==> config.mk <==
export PLATFORM = sky130hd
export DESIGN_NAME = adc_multi_seq
export DESIGN_NICKNAME = d
export VERILOG_FILES = /design/src/rtl/adc_seq_pkg.sv /design/src/rtl/adc_rate_gen.sv /design/src/rtl/adc_multi_seq.sv
export SDC_FILE = /design/constraint.sdc
export NUM_CORES = 1
export LEC_CHECK = 0
export CELL_PAD_IN_SITES_DETAIL_PLACEMENT = 1
export CELL_PAD_IN_SITES_GLOBAL_PLACEMENT = 1
export CORE_MARGIN = 2
export CORE_UTILIZATION = 44
export CTS_CLUSTER_DIAMETER = 100
export DETAILED_ROUTE_END_ITERATION = 8
export PLACE_DENSITY = 0.94
export SYNTH_ARGS = -nofsm -noshare
export SYNTH_HDL_FRONTEND = slang
export SYNTH_SLANG_ARGS = --single-unit
==> constraint.sdc <==
create_clock -name clk_in -period 15.3 [get_ports clk_in]
set_input_delay 3.825 -clock clk_in [delete_from_list [all_inputs] [get_ports clk_in]]
set_output_delay 3.825 -clock clk_in [all_outputs]
set_load 0.005 [all_outputs]
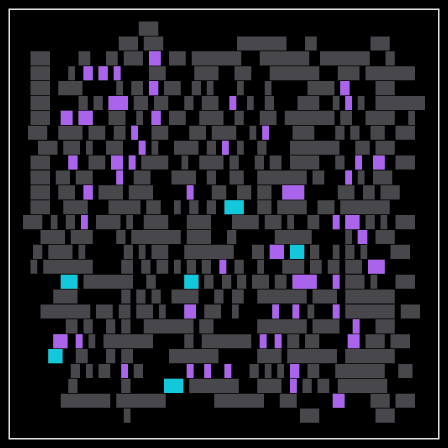
Figure 1: gate-type map.
colour	family	cells
cyan	AND-OR and OR-AND gates	6
purple	NOR gates	52
Comb area share: 52.1%
Commonest Layout Cell: clkdlybuf4s50_1
non-filler cells, final: 386

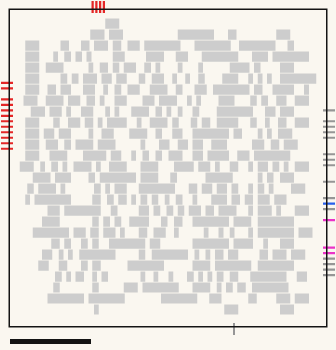
Figure 2: pin map.
Scale bar: 20 um. Pins as bars across the die edge, other pins in grey.
colour	port	pins	direction	edge
blue	en_in	1	input	east
red	samp_div_in	16	input	12 west, 4 north
magenta	state_out	3	output	east
chip height: 78.2 um
Chip Width: 78.2 um
I/O Buffers: 35

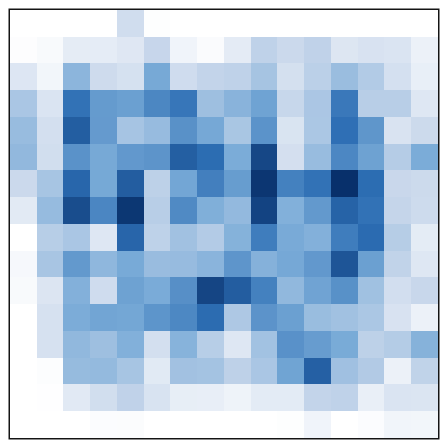
Figure 3: wiring heat map.
16 x 16 tiles, from white (low) to dark blue (high), scaled to the fullest tile. Values are wire area over tile area, all layers added.
emptiest ninth of the die	south-west
mean over tiles	0.17
tiles over half the peak	28%
gr usage total: 23.6%
DRT Wirelength: 6.64 mm
Routed WL per cell: 17.2 um

==> changes_impl.md <==
## Implementation

* Final critical-path setup slack at between 3 and 4 ns
* Critical Path, Cell by Cell: clkdlybuf4s50_1, or4_4, nor3_2, and2_1, a21oi_1, ha_1, or3b_2, nor3_1, xnor2_1, ha_1, a211oi_1, o21ai_1, a41oi_2, o21ai_2, nand2_1, inv_1, clkdlybuf4s50_1
* Yosys cell types at around 54
* Number of flip-flops in the largest register at 16
* Clock H-tree levels at 2
* Final ANT Viol Nets at 0
* Nets at roughly 360
* Setup crit start kind: input port
* Hold path cells at 1
* Outcome: completed
* Fmax at 0.0852 GHz
* Syn nets at around 330
* Fin crit share at 76.7%
* Drt first pass iters at 6
* Cell Area, Synth at between 2000 and 2500 um2
* Gate Count Post-Synth at between 200 and 300
* Final Util at approximately 54%
* Final hold vios at 0
* Largest net degree at the start of global routing at 33
* CP delay by family, top: simple AND/OR/NAND/NOR gates
* VDD IR-drop max at roughly 26 uV
* Vias at between 2000 and 2500
* Yosys stat area at between 2000 and 2500 um2
* Tool Warnings at 27
* Pwr/cell area at around 65 nW/um2
* Setup Buffers After CTS at 0
* CTS tree: yes
* Critical path buffer and inverter count at 3
* WP depth at 17
* Slew Limit Fails at 0
* Int Pwr at 136 uW
* Post-synth seq share at 33.1%
* Clk buf depth at 2
* Area grow syn2layout at 20.5%
* Vias/cell at approximately 6
* Critical Path AT at between 7 and 8 ns
* Reg2Reg Depth at 8
* Crit path max fanout at 5
* Top cells excl fill/tap: clkdlybuf4s50_1 (35), dfrtp_1 (32), nor2_1 (28)
* CTS resizes at 0
* Hold Crit Class: reg2reg
* Setup TNS at 0 ns
* Area leader, netlist: dfrtp_1
synth_stat cells (4+ instances only):
cell      number
dfrtp_1       32
nor4_1         5
inv_1         16
xnor2_1       11
nand2b_1       4
nand3_1       11
ha_1          21
nor3b_1        4
o21ai_0        6
nor3_1         9
xor2_1         5
o21ai_1       16
a21oi_1       14
or3_1          8
nor2_1        28
nand2_1       22
layer usage:
metal  wire length, um  GRT usage, %
met3               264          5.40
met1              2690          25.3
met4               155          8.60
met5                 0             0
met2              3530          44.9
cells by family after synthesis:
group,count (synthesis),share of synthesized area (%)
AND/OR/NAND/NOR,115,25.4
multiplexers,6,3.05
flip-flops,32,33.1
adder cells (fa/ha/maj),21,10.8
AND-OR/OR-AND,64,17.7
buffers and inverters,23,4.18
XOR/XNOR,16,5.78
power groups by stage:
stage	registers (mW)	logic, mW	clock network, mW
global route	0.0917	0.0389	0.0703
CTS	0.0911	0.0355	0.0662
finish	0.0911	0.0353	0.0646
floorplan	0.0912	0.0175	0
global placement	0.0922	0.0338	0
detailed placement	0.0925	0.0352	0
cell type report:
cell class / instances / area (um2) / area share (%)
Clock buffer: 5 / 68.8 / 2.36
Clock inverter: 2 / 12.5 / 0.429
Inverter: 16 / 60.1 / 2.06
Multi-Input combinational cell: 222 / 1520 / 52.1
Sequential cell: 32 / 801 / 27.4
Tap cell: 72 / 90.1 / 3.09
Timing Repair Buffer: 37 / 365 / 12.5
through the flow:
| step | hold WS (ns) | instance area, um2 | power, mW | cells |
|---|---|---|---|---|
| global placement | 0.479 | 2840 | 0.126 | 379 |
| floorplan | 0.461 | 2420 | 0.109 | 277 |
| CTS | 0.507 | 2920 | 0.193 | 386 |
| global route | 0.544 | 2920 | 0.201 | 386 |
| detailed placement | 0.496 | 2840 | 0.128 | 379 |
| finish | 0.511 | 2920 | 0.191 | 386 |
Power figures rest on the tool's default switching activity, not on a simulated workload.
